## config.mk

```make
export PLATFORM = sky130hd
export DESIGN_NAME = lsu_align
export DESIGN_NICKNAME = d
export VERILOG_FILES = /design/src/rtl/lsu_align.sv
export SDC_FILE = /design/constraint.sdc
export NUM_CORES = 1
export LEC_CHECK = 0
export CELL_PAD_IN_SITES_DETAIL_PLACEMENT = 1
export CELL_PAD_IN_SITES_GLOBAL_PLACEMENT = 1
export CORE_UTILIZATION = 34
export CTS_BUF_LIST = sky130_fd_sc_hd__clkbuf_8
export DETAILED_ROUTE_END_ITERATION = 8
export GPL_TIMING_DRIVEN = 1
export MAX_ROUTING_LAYER = met4
export PLACE_DENSITY_LB_ADDON = 0.12
export SETUP_SLACK_MARGIN = 0.4
export SLEW_MARGIN = 20
export SYNTH_ARGS = -nofsm -noshare
export SYNTH_HDL_FRONTEND = slang
export SYNTH_SLANG_ARGS = --single-unit
```

## constraint.sdc

```tcl
create_clock -name clk -period 4.61 [get_ports clk]
set_input_delay 1.383 -clock clk [delete_from_list [all_inputs] [get_ports clk]]
set_output_delay 1.383 -clock clk [all_outputs]
set_load 0.1 [all_outputs]
```

## src/rtl/lsu_align.sv

```systemverilog
// Load/store alignment unit: turns one RV32 load/store into RAM-safe beats
// (word@0, half@0, or bytes), reassembles and extends load data.
module lsu_align #(
   parameter int unsigned MEM_BYTES = 32004
) (
   input  logic        clk,
   input  logic        resetn,
   input  logic        req_valid,
   output logic        req_ready,
   input  logic        req_we,
   input  logic [2:0]  req_funct3,
   input  logic [31:0] req_addr,
   input  logic [31:0] req_wdata,
   output logic        resp_valid,
   output logic [31:0] resp_rdata,
   output logic        resp_err,
   output logic        mem_read,
   output logic        mem_write,
   output logic [2:0]  mem_size,
   output logic [31:0] mem_addr,
   output logic [31:0] mem_wdata,
   input  logic [31:0] mem_rdata
);

   typedef enum logic [1:0] {
      S_IDLE,
      S_ISSUE,
      S_CAPTURE,
      S_RESP
   } state_t;

   localparam logic [2:0] SZ_BYTE = 3'b000;
   localparam logic [2:0] SZ_HALF = 3'b001;
   localparam logic [2:0] SZ_WORD = 3'b010;

   state_t      state_q, state_d;
   logic [1:0]  beat_q;
   logic        beat_adv;
   logic        we_q;
   logic [2:0]  funct3_q;
   logic [31:0] addr_q;
   logic [31:0] wdata_q;
   logic [2:0]  size_q;
   logic [1:0]  last_q;
   logic        err_q;
   logic [31:0] buf_q;

   // request decode, evaluated against the live request port
   logic        accept;
   logic [2:0]  req_n;
   logic        req_illegal;
   logic [32:0] req_end;
   logic        req_err;
   logic        req_split;
   logic [2:0]  req_size;
   logic [1:0]  req_last;
   logic        last_beat;
   logic [31:0] cap_data;

   assign accept    = (state_q == S_IDLE) && req_valid;
   assign last_beat = (beat_q == last_q);

   always_comb begin
      // NOTE: every always_comb output gets a default first so no path infers a latch.
      req_n       = 3'd1;
      req_size    = SZ_BYTE;
      req_illegal = 1'b0;
      case (req_funct3[1:0])
         2'b00:   req_n = 3'd1;
         2'b01:   req_n = 3'd2;
         2'b10:   req_n = 3'd4;
         default: req_illegal = 1'b1;
      endcase
      if (req_funct3 == 3'b110 || req_funct3 == 3'b111) req_illegal = 1'b1;
      if (req_we && req_funct3[2]) req_illegal = 1'b1;

      req_end   = {1'b0, req_addr} + 33'(req_n) - 33'd1;
      req_err   = req_illegal || (req_end >= 33'(MEM_BYTES));
      req_split = (req_n != 3'd1) && (req_addr[1:0] != 2'b00);
      req_last  = req_split ? 2'(req_n - 3'd1) : 2'd0;
      if (!req_split) begin
         if (req_n == 3'd4)      req_size = SZ_WORD;
         else if (req_n == 3'd2) req_size = SZ_HALF;
      end
   end

   always_comb begin
      state_d  = state_q;
      beat_adv = 1'b0;
      case (state_q)
         S_IDLE: begin
            if (req_valid) state_d = req_err ? S_RESP : S_ISSUE;
         end
         S_ISSUE: begin
            if (!we_q) begin
               state_d = S_CAPTURE;
            end else if (last_beat) begin
               state_d = S_RESP;
            end else begin
               beat_adv = 1'b1;
            end
         end
         S_CAPTURE: begin
            if (last_beat) begin
               state_d = S_RESP;
            end else begin
               state_d  = S_ISSUE;
               beat_adv = 1'b1;
            end
         end
         S_RESP:  state_d = S_IDLE;
         default: state_d = S_IDLE;
      endcase
   end

   always_ff @(posedge clk) begin
      if (!resetn) begin
         state_q <= S_IDLE;
         beat_q  <= 2'd0;
      end else begin
         state_q <= state_d;
         if (accept)        beat_q <= 2'd0;
         else if (beat_adv) beat_q <= beat_q + 2'd1;
      end
   end

   // RAM returns full lanes; keep only the bytes this beat asked for
   always_comb begin
      cap_data = mem_rdata;
      case (size_q)
         SZ_BYTE: cap_data = {24'd0, mem_rdata[7:0]};
         SZ_HALF: cap_data = {16'd0, mem_rdata[15:0]};
         default: cap_data = mem_rdata;
      endcase
   end

   // NOTE: request datapath is not reset; it is only observed after an accept reloads it.
   always_ff @(posedge clk) begin
      if (accept) begin
         we_q     <= req_we;
         funct3_q <= req_funct3;
         addr_q   <= req_addr;
         wdata_q  <= req_wdata;
         size_q   <= req_size;
         last_q   <= req_last;
         err_q    <= req_err;
         buf_q    <= 32'd0;
      end else if (state_q == S_CAPTURE) begin
         buf_q <= buf_q | (cap_data << {beat_q, 3'b000});
      end
   end

   always_comb begin
      req_ready  = (state_q == S_IDLE);
      resp_valid = 1'b0;
      resp_err   = 1'b0;
      resp_rdata = 32'd0;
      mem_read   = 1'b0;
      mem_write  = 1'b0;
      mem_size   = 3'd0;
      mem_addr   = 32'd0;
      mem_wdata  = 32'd0;

      if (state_q == S_ISSUE) begin
         mem_read  = !we_q;
         mem_write = we_q;
         mem_size  = size_q;
         mem_addr  = addr_q + {30'd0, beat_q};
         if (we_q) begin
            if (size_q == SZ_BYTE) mem_wdata = {24'd0, 8'(wdata_q >> {beat_q, 3'b000})};
            else                   mem_wdata = wdata_q;
         end
      end

      if (state_q == S_RESP) begin
         resp_valid = 1'b1;
         resp_err   = err_q;
         if (!err_q && !we_q) begin
            case (funct3_q)
               3'b000:  resp_rdata = {{24{buf_q[7]}}, buf_q[7:0]};
               3'b100:  resp_rdata = {24'd0, buf_q[7:0]};
               3'b001:  resp_rdata = {{16{buf_q[15]}}, buf_q[15:0]};
               3'b101:  resp_rdata = {16'd0, buf_q[15:0]};
               default: resp_rdata = buf_q;
            endcase
         end
      end
   end

endmodule

```

run_1/m1.png
Supply wires on this layer in grey.
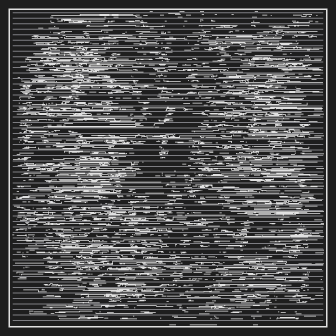
- longest straight run: 52.2 µm
- nets with wire on the layer: 1275
- share of all routed wire: 42%
met1 capacity usage during global routing: 0.313
WL final: 31800 µm
via total after detailed routing: 8465

run_1/m2.png
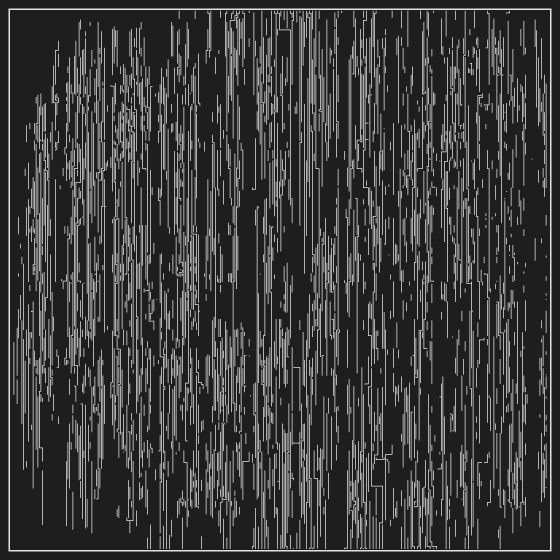
- wire length on this layer: 16600 µm
- longest straight run: 84.7 µm
- nets with wire on the layer: 1267
- share of all routed wire: 52%
- main direction: vertical
met2 usage: 0.481

run_1/m3.png
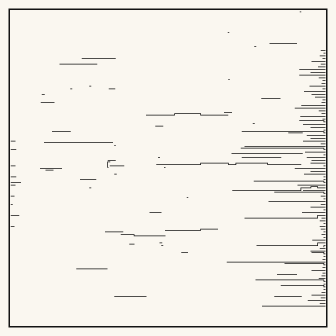
- main direction: horizontal
- longest straight run: 48.5 µm
- share of all routed wire: 4.3%
- nets with wire on the layer: 137
- wire length on this layer: 1370 µm
met3 usage: 0.0388

==> run summary, run 1 <==
Summary of the current implementation state.

- Sorting the synthesized cells by area gives the leading types as sky130_fd_sc_hd__edfxtp_1, sky130_fd_sc_hd__dfxtp_1, sky130_fd_sc_hd__ha_1.
- In the routed layout, each cell is associated on average with a via count of between 5 and 6.
- The switching part of the total power is 0.492, for reference.
- The combinational cell power is 3.17 mW, for reference.
- The register-to-register setup slack is about 2300 ps, for reference.
- The first global-routing pass estimated around 50000 µm of wire.
- Per the timing report, the most critical flop-to-flop path finishes at beat_q[1].
- The clock buffers instantiated in the layout total 9.
- The logic depth of the worst register-to-register path is 9, for reference.
- Per Yosys stat, the portion of area used by sequential elements is 0.360.
- The final critical-path share of the clock period is 0.920, for reference.
- The top logic cell family in the synthesized netlist is AND-OR/OR-AND gates, for reference.
- The clock sink count is approximately 110, for reference.
- The effective utilization at floorplan is 0.346, for reference.
- In this run the critical register-to-register path is launched from state_q[1].
- Yosys reports that the most numerous cell types are sky130_fd_sc_hd__a21oi_1, sky130_fd_sc_hd__nor2_1, sky130_fd_sc_hd__nand2_1.
- The total instance count after detailed placement is 1548, for reference.
- During synthesis, Yosys emitted a total of 0 warnings.
- The power report puts the leakage power at around 5.2 nW.
- The number of cells upsized or downsized after cts is between 40 and 50, for reference.
- The routed wire length on met3 is approximately 1400 µm, for reference.
- Looking at the clock tree report, the H-tree level count equals 3.
- After its last routability iteration, the placer logged a weighted congestion of about 0.9.
- The cell-mix breakdown from Yosys lists the XOR/XNOR area share as 0.0357.
- The final total power is 5.35 mW, for reference.
- The part of the power in registers is 0.286, for reference.
- The run finished with clean final reports.
==> inputs of run 2 (changes only) <==
Settings changed: CAP_MARGIN from default to 20.
run_2/m4.png
The bar under the picture is 50 µm long. Supply wires on this layer in grey. Cells faint in the background.
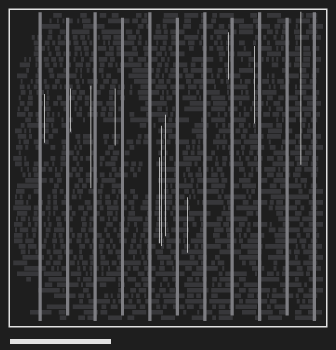
- longest straight run: 75.5 µm
- main direction: vertical

==> run 2 against run 1 <==
Against the previous run:
- wire length is the same
- cell area is the same
- synthesized cell count is the same
- critical path depth is the same
- area after synthesis is the same
- global-route usage is the same
- flip-flop count is the same
- combinational power is essentially flat
- worst setup slack is the same
- fmax is the same
- sequential share of layout area is the same
- critical path type unchanged
- critical endpoint unchanged
- largest cell class unchanged
==> run summary, run 2 <==
Summary of the current implementation state.

- The logic depth of the worst register-to-register path is 9 (unchanged), for reference.
- The total number of H-tree levels was 3 (unchanged).
- The launch point of the worst register-to-register path is recorded as state_q[1].
- The final critical-path share of the clock period is 0.920 (unchanged), for reference.
- The via total after detailed routing is 8465 (unchanged), for reference.
- The placer congestion estimate was 0.885 (unchanged).
- The combinational cell power is 3.17 mW (about the same), for reference.
- The effective utilization at floorplan is 0.346 (unchanged), for reference.
- The part of the power in registers came to 0.286 (about the same).
- The routed wire length on met3 was 1370 µm (unchanged).
- The terminus of the critical flop-to-flop path is beat_q[1], for reference.
- The final total power came to 5.35 mW (unchanged).
- The flow ran to the end, and the final reports show no timing, DRC or antenna violations.
- The number of cells upsized or downsized after cts is 42 (unchanged), for reference.
- The routed via count divided by cell count came to 5.37 (unchanged).
- The main area contributors are sky130_fd_sc_hd__edfxtp_1, sky130_fd_sc_hd__dfxtp_1, sky130_fd_sc_hd__ha_1.
- The leakage power is 5.17 nW (unchanged), for reference.
- The part of the Yosys area used for sequential elements is 0.360 (unchanged), for reference.
- The detailed-route wire length is 31800 µm (unchanged), for reference.
- The global-route track usage on met2 is 0.481 (unchanged), for reference.
- The switching part of the total power is 0.492 (unchanged).
- The commonest cells after synthesis are sky130_fd_sc_hd__a21oi_1, sky130_fd_sc_hd__nor2_1, sky130_fd_sc_hd__nand2_1.
- The register-to-register setup slack is 2300 ps (about the same).
- The top logic cell family in the synthesized netlist is AND-OR/OR-AND gates, for reference.
==> inputs of run 3 (changes only) <==
Settings changed: CAP_MARGIN 20 to 10, CORE_MARGIN from default to 4.
run_3/m4.png
The bar under the picture is 50 µm long. Supply wires on this layer in grey. Cells faint in the background.
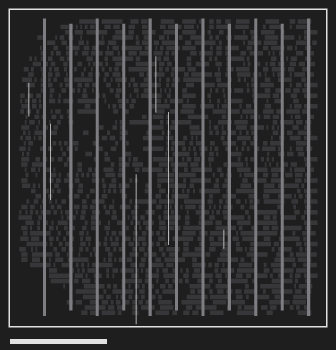
- wire length on this layer: 239 µm
- share of all routed wire: 0.75%
- longest straight run: 76.8 µm
- nets with wire on the layer: 4
- main direction: vertical
WL final: 31700 µm
via total after detailed routing: 8265

==> run 3 against run 2 <==
Against the previous run:
- register-to-register slack gained 30 ps
- combinational power about the same
- area after synthesis did not move
- clock power is 8.4% lower
- worst setup slack better by 49 ps
- non-clock buffer count shrank 16
==> run summary, run 3 <==
Summary of the current implementation state.

- Power attributed to sequential cells is about 1.5 mW.
- met1 track demand over resource after global routing is 0.296.
- Headroom to the max-slew limit came out at 0.317.
- The part of the Yosys area used for sequential elements is 0.360 (unchanged), for reference.
- Setup repair after global routing could not meet its margin everywhere.
- The leakage power came to 5.04 nW (-2.6%).
- For this design the top-level I/O count stands at around 210.
- Post-CTS timing repair inserted 2 buffers for setup.
- The routed via count divided by cell count was 5.30 (-1.4%).
- The via count of the first global-routing pass is roughly 8700, for reference.
- By area, the combinational part of the netlist is dominated by AND-OR/OR-AND gates.
- CTS saw between 100 and 150 sinks.
- The routed wire length on met3 came to 1370 µm (-0.15%).
- The effective utilization at floorplan is 0.345 (-0.00103).
- The total number of H-tree levels came to 3 (unchanged).
- The synthesis run shows the most used standard cells to be sky130_fd_sc_hd__a21oi_1, sky130_fd_sc_hd__nor2_1, sky130_fd_sc_hd__nand2_1.
- The final critical-path share of the clock period is 0.909 (-0.0107), for reference.
- The register-to-register setup slack is 2330 ps (+30 ps), for reference.
- The run finished with clean final reports.
- The initial detailed-routing violation count is ~400, for reference.
- Looking at the reg2reg group, the worst path ends at buf_q[22].
- The number of cells upsized or downsized after cts came to 25 (-40%).
- The global-route track usage on met2 is 0.429 (-0.0513), for reference.
- The main area contributors are sky130_fd_sc_hd__edfxtp_1, sky130_fd_sc_hd__dfxtp_1, sky130_fd_sc_hd__ha_1.
- The die width is about 160 µm, for reference.
- The logic depth of the worst register-to-register path came to 5 (-4).
- In the hold report, the worst path ends at buf_q[0].
- In the final layout, excluding clock inverters the inverter count is approximately 73.
- The layout clock buffer count is 9, for reference.
- STA lists the startpoint of the worst register-to-register path as beat_q[1].
- The switching part of the total power is 0.496 (+0.00462), for reference.
- The net switching power of the design is between 2 and 3 mW, for reference.
Power figures rest on the tool's default switching activity, not on a simulated workload.
